Fig. 1: wire density map
Scale: 4 px per um. The die is cut into 16 by 16 equal tiles; white is low, dark blue is high, scaled to the fullest tile. Values are wire area over tile area, all layers added.
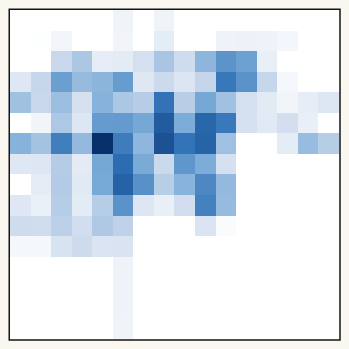
Fig. 2: routing congestion
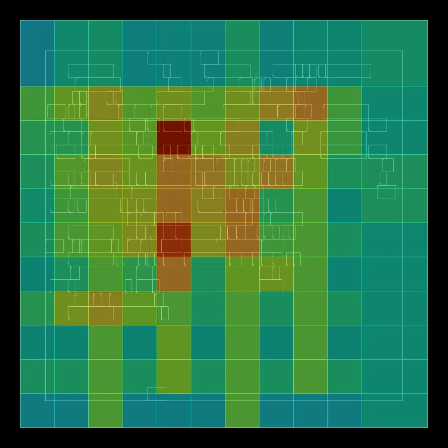
Fig. 3: close-up of the layout
Region (26, 10) to (56, 40) um. Cells in gray, sequential cells in the stronger gray; small squares are vias.
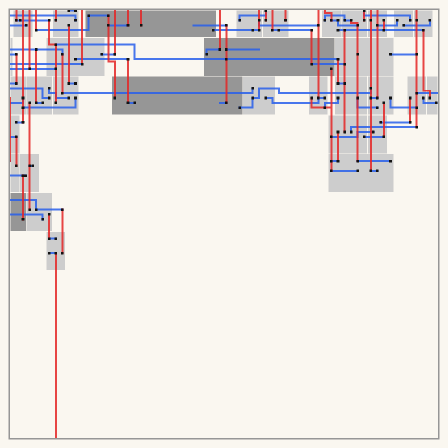
Fig. 4: logic cells by family
Scale: 6 px per um.
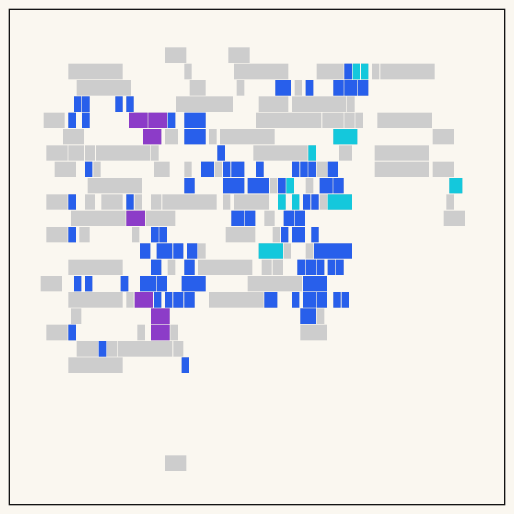
Fig. 5: clock distribution
Scale: 4 px per um.
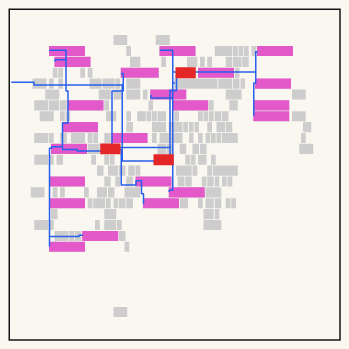
**src/rtl/fifo_uart_tx_if.sv**
```systemverilog
// FIFO read-port bundle between the async FIFO and the UART transmitter.
// The transmitter owns the read-increment pulse; the FIFO owns flag and data.
interface fifo_uart_tx_if #(
   parameter int DATA_WIDTH = 8
);
   logic                  i_empty;
   logic [DATA_WIDTH-1:0] i_rd_data;
   logic                  o_r_inc;

   modport master (
      input  i_empty,
      input  i_rd_data,
      output o_r_inc
   );

   modport slave (
      output i_empty,
      output i_rd_data,
      input  o_r_inc
   );
endinterface

```
**src/rtl/fifo_uart_tx.sv**
```systemverilog
// UART transmitter draining the read side of the async FIFO.
// One byte popped per frame: start, data LSB first, optional parity, stop.
module fifo_uart_tx #(
   parameter int DATA_WIDTH = 8,
   parameter int BAUD_DIV   = 16
) (
   input  logic           i_clk,
   input  logic           i_rst,
   fifo_uart_tx_if.master bus,
   input  logic           i_tx_en,
   input  logic           i_par_en,
   input  logic           i_par_typ,
   output logic           o_tx,
   output logic           o_busy
);

   localparam int CW = (BAUD_DIV > 1) ? $clog2(BAUD_DIV) : 1;
   localparam int IW = (DATA_WIDTH > 1) ? $clog2(DATA_WIDTH) : 1;
   localparam logic [CW-1:0] CNT_LAST = CW'(BAUD_DIV - 1);
   localparam logic [IW-1:0] IDX_LAST = IW'(DATA_WIDTH - 1);

   typedef enum logic [2:0] {
      IDLE,
      START,
      DATA,
      PARITY,
      STOP
   } state_t;

   state_t                state;
   state_t                state_d;
   logic [CW-1:0]         cnt;
   logic [CW-1:0]         cnt_d;
   logic [IW-1:0]         idx;
   logic [IW-1:0]         idx_d;
   logic [DATA_WIDTH-1:0] shreg;
   logic                  par_en_q;
   logic                  par_typ_q;
   logic                  pop;
   logic                  bit_end;
   logic                  tx_d;

   assign bit_end     = (cnt == CNT_LAST);
   assign bus.o_r_inc = pop;

   // Next-state, baud/bit counters and the combinational pop pulse
   always_comb begin
      state_d = state;
      cnt_d   = cnt;
      idx_d   = idx;
      pop     = 1'b0;
      unique case (state)
         IDLE: begin
            cnt_d = '0;
            idx_d = '0;
            if (i_tx_en && !bus.i_empty && !i_rst) begin
               pop     = 1'b1;
               state_d = START;
            end
         end
         START: begin
            if (bit_end) begin
               cnt_d   = '0;
               idx_d   = '0;
               state_d = DATA;
            end else begin
               cnt_d = cnt + 1'b1;
            end
         end
         DATA: begin
            if (bit_end) begin
               cnt_d = '0;
               if (idx == IDX_LAST) begin
                  state_d = par_en_q ? PARITY : STOP;
               end else begin
                  idx_d = idx + 1'b1;
               end
            end else begin
               cnt_d = cnt + 1'b1;
            end
         end
         PARITY: begin
            if (bit_end) begin
               cnt_d   = '0;
               state_d = STOP;
            end else begin
               cnt_d = cnt + 1'b1;
            end
         end
         STOP: begin
            if (bit_end) begin
               cnt_d   = '0;
               state_d = IDLE;
            end else begin
               cnt_d = cnt + 1'b1;
            end
         end
         default: begin
            cnt_d   = '0;
            idx_d   = '0;
            state_d = IDLE;
         end
      endcase
   end

   // Line level for the upcoming cycle, so o_tx can be a plain register
   always_comb begin
      tx_d = 1'b1;
      unique case (state_d)
         START:   tx_d = 1'b0;
         DATA:    tx_d = shreg[idx_d];
         PARITY:  tx_d = (^shreg) ^ par_typ_q;
         default: tx_d = 1'b1;
      endcase
   end

   // State, counters and registered line/busy outputs
   always_ff @(posedge i_clk or posedge i_rst) begin
      if (i_rst) begin
         state  <= IDLE;
         cnt    <= '0;
         idx    <= '0;
         o_tx   <= 1'b1;
         o_busy <= 1'b0;
      end else begin
         state  <= state_d;
         cnt    <= cnt_d;
         idx    <= idx_d;
         o_tx   <= tx_d;
         o_busy <= (state_d != IDLE);
      end
   end

   // Capture the popped byte and its framing options for the whole frame
   always_ff @(posedge i_clk or posedge i_rst) begin
      if (i_rst) begin
         shreg     <= '0;
         par_en_q  <= 1'b0;
         par_typ_q <= 1'b0;
      end else if (pop) begin
         shreg     <= bus.i_rd_data;
         par_en_q  <= i_par_en;
         par_typ_q <= i_par_typ;
      end
   end

endmodule

```
**src/flat_wrapper.sv**
```systemverilog
// flat-port wrapper written by rule: the top's interface ports become plain ports
module fifo_uart_tx_flat 
#(
   parameter int DATA_WIDTH = 8,
   parameter int BAUD_DIV   = 16
)
  (i_clk, i_rst, i_tx_en, i_par_en, i_par_typ, o_tx, o_busy, bus_i_empty, bus_i_rd_data, bus_o_r_inc);
  fifo_uart_tx_if #(.DATA_WIDTH(DATA_WIDTH)) bus_i ();
  input  logic i_clk;
  input  logic i_rst;
  input  logic i_tx_en;
  input  logic i_par_en;
  input  logic i_par_typ;
  output logic o_tx;
  output logic o_busy;
  input wire logic [$bits(bus_i.i_empty)-1:0] bus_i_empty;
  input wire logic [$bits(bus_i.i_rd_data)-1:0] bus_i_rd_data;
  output wire logic [$bits(bus_i.o_r_inc)-1:0] bus_o_r_inc;
  assign bus_i.i_empty = bus_i_empty;
  assign bus_i.i_rd_data = bus_i_rd_data;
  assign bus_o_r_inc = bus_i.o_r_inc;
  fifo_uart_tx #(.DATA_WIDTH(DATA_WIDTH), .BAUD_DIV(BAUD_DIV)) u_core (.i_clk(i_clk), .i_rst(i_rst), .bus(bus_i), .i_tx_en(i_tx_en), .i_par_en(i_par_en), .i_par_typ(i_par_typ), .o_tx(o_tx), .o_busy(o_busy));
endmodule
```
**config.mk**
```make
export PLATFORM = sky130hd
export DESIGN_NAME = fifo_uart_tx_flat
export DESIGN_NICKNAME = d
export VERILOG_FILES = /design/src/rtl/fifo_uart_tx_if.sv /design/src/rtl/fifo_uart_tx.sv /design/src/flat_wrapper.sv
export SDC_FILE = /design/constraint.sdc
export NUM_CORES = 1
export LEC_CHECK = 0
export ABC_AREA = 1
export CAP_MARGIN = 10
export CORE_MARGIN = 5
export CORE_UTILIZATION = 25
export CTS_CLUSTER_SIZE = 25
export DETAILED_ROUTE_END_ITERATION = 16
export PLACE_DENSITY = 0.51
export SYNTH_ARGS = -nofsm -noshare
export SYNTH_HDL_FRONTEND = slang
export SYNTH_SLANG_ARGS = --single-unit
```
**constraint.sdc**
```tcl
create_clock -name i_clk -period 3.4 [get_ports i_clk]
set_clock_uncertainty 0.2 [all_clocks]
set_input_delay 0.85 -clock i_clk [delete_from_list [all_inputs] [get_ports i_clk]]
set_output_delay 0.85 -clock i_clk [all_outputs]
set_load 0.005 [all_outputs]
```
==> run summary <==
Synthesis and PnR results.

- The run finished with clean final reports.
- The final critical-path required period is 3.264 ns.
- The via density per instance is 4.129.
- The critical path ends at bus_o_r_inc.
- The maximum number of pins on one net before global-route repair is 23.
- For this block, the initial DRC count from the detailed router was 46.
- OpenROAD reports that the post-layout worst path occupies between 90 and 100% of the period.
- TritonCTS built the clock tree.
- Per the hold report, the tightest min-delay path originates at u_core.par_typ_q.
- The startpoint of the worst register-to-register path is u_core.cnt[0].
- The clock reaches the later pin of the worst-skew pair after 0.27 ns.
- The portion of total power attributed to the clock network reads 46.2%.
- The first-pass GRT wire length is 4.478 mm.
- The count of input and output buffers reads 16.
- The synthesized instance count reads around 160.
- Post-CTS timing repair inserted 0 buffers for setup.
- The chip area line in the Yosys stat output reads 0.001308 sq mm.
- The required arrival time at the worst endpoint is 2.35 ns.
- The worst pin sits at a relative slew slack of around four fifths.
- The number of max-cap violations reads 0.
- Per STA, the startpoint of the critical path is i_tx_en.
- The area growth from synthesis to final layout is 25.93%.
- The area of the chip reads 0.006777 sq mm.
- The depth of the most critical reg-to-reg path reads 11.
- The cell at the root of the clock tree is clkbuf_8.
- The clock passes through at most 2 buffers.
- At floorplan, the net count of the design was reported as 179.
- The synthesized area divided by synthesized cell count is about 8 sq um.
- The internal power is approximately 430 uW.
- The placed wire-length estimate reads 1.976 mm.
- Once detail routing completed, the nets flagged for antenna violations numbered 0.
- The transition time of the tightest slew-check pin reads ~0.28 ns.
- In this run, post-CTS hold repair placed 0 buffers.
- The number of distinct library cell variants in the gate-level netlist after synthesis reads 25.
- The switching power as a share of total power is 17.83%.
-- Fig. 1 (at the start) --
50% of the tiles are nearly empty. 11% of the tiles are over half the peak. The mean over all tiles is 0.058. The densest ninth of the die: center.

-- Fig. 2 (at the start) --
GRT Max-Usage Layer: met2
share of the core filled with cells in the final layout: 32.24%
Total GRT Usage: 8.793%
met3 usage: 2.928%

-- Fig. 3 (at the start) --
met2: drawn in red. met1: drawn in blue.
Netlist names of flops here include `u_core.idx` (3). 29 logic cells have their middle in the window. Sequential cells in the window: 3. Most frequent: nand2_1 (9), nand3_1 (5).

-- Fig. 4 (at the start) --
NOR gates: drawn in cyan, cells 10. NAND gates: drawn in blue, cells 78. XOR/XNOR gates: drawn in purple, cells 7.

-- Fig. 5 (at the start) --
flip-flops: drawn in magenta, count 22. cells driving clock nets: drawn in red, count 3. clock wires: drawn in blue, length 309 um.
There are 4 routed clock nets.

[cell families (layout without fill, tap and decap cells)]
| kind of cell | Yosys count | after routing | synth area share, % |
|---|---|---|---|
| AOI/OAI and AO/OA | 14 | 14 | 6.603 |
| and+or+nand+nor | 90 | 90 | 36.46 |
| DFF | 22 | 22 | 42.20 |
| adders and majority gates | 2 | 2 | 1.914 |
| buffers and inverters | 28 | 50 | 8.134 |
| xor gates and xnor gates | 7 | 7 | 4.689 |
[power groups by stage]
stage | logic [uW] | registers, uW | clock network (uW)
final | 21.8 | 261 | 244
after global routing | 24.3 | 261 | 261
after CTS | 22.2 | 261 | 253
after detailed placement | 22.2 | 267 | 0
after global placement | 22.4 | 267 | 0
after floorplan | 4.50 | 267 | 0
[worst max-delay path: stages]
cell and delay (ns):
clkdlybuf4s50_1 0.45, inv_1 0.04, nor2_2 0.12, nand4_1 0.16
inv_2 0.09, clkdlybuf4s50_1 0.50
[what timing repair did]
item	in CTS	in global routing
resized	0	1
endpoints found under the hold margin	0	0
setup endpoints to repair	0	1
[cell type report]
class	instances	area (sq um)
fillers	545	3461
multi-input cells	113	651.9
flip-flops and latches	22	551.8
repair buffers	19	182.7
inverters	27	101.3
well taps	70	87.58
clock buffers	3	41.29
clock inverters	1	30.03
[state kept, by name, summed over array words and instances (netlist names)]
register,count
u_core.cnt,4
u_core.idx,3
u_core.o_busy,1
u_core.o_tx,1
u_core.par_en_q,1
u_core.par_typ_q,1
u_core.shreg,8
u_core.state,3
[cell usage after synthesis, drive strengths merged]
| library cell | n |
|---|---|
| nor2 | 10 |
| nand3 | 23 |
| o21ai | 10 |
| nand3b | 4 |
| a21oi | 3 |
| ha | 2 |
| nand4 | 2 |
| xor2 | 3 |
| or2 | 2 |
| xnor2 | 4 |
| dfrtp | 21 |
| nand2 | 49 |
| inv | 27 |
| o211a | 1 |
| buf | 1 |
| dfstp | 1 |
[layout by cell type, fill, tap and decap left out, types with 2 or more instances in the layout]
cell,netlist,final
nand3b_1,4,4
nand2_2,6,6
o21ai_0,9,9
nand3_1,18,18
nand3_2,4,4
xor2_1,3,3
clkbuf_8,0,3
xnor2_1,4,4
nor2_4,3,3
inv_2,2,2
buf_4,0,3
a21oi_1,2,2
nand4_1,2,2
nor2_1,7,6
clkdlybuf4s50_1,0,16
nand2_1,41,41
inv_1,25,25
nand2_4,2,2
dfrtp_1,21,21
ha_1,2,2
[metrics by stage]
stage | utilization, % | std cells | area, sq um | hold WS [ns] | setup slack [ns]
finish | 32.24 | 255 | 1647 | 0.3088 | 0.1355
global route | 32.24 | 255 | 1647 | 0.3595 | 0.02857
CTS | 32.19 | 255 | 1644 | 0.3139 | 0.08517
detailed placement | 30.79 | 251 | 1573 | 0.2912 | 0.09761
global placement | 30.79 | 251 | 1573 | 0.2901 | 0.07553
floorplan | - | 163 | 1308 | 0.2683 | 0.3415
[layer usage]
metal  global-route usage, %  share of wire (%)
met1                   10.88                 47
met2                   14.26                 45
met5                       0                  0
met3                   2.928                5.9
met4                   2.990                1.5
Power and IR drop assume default switching activity.
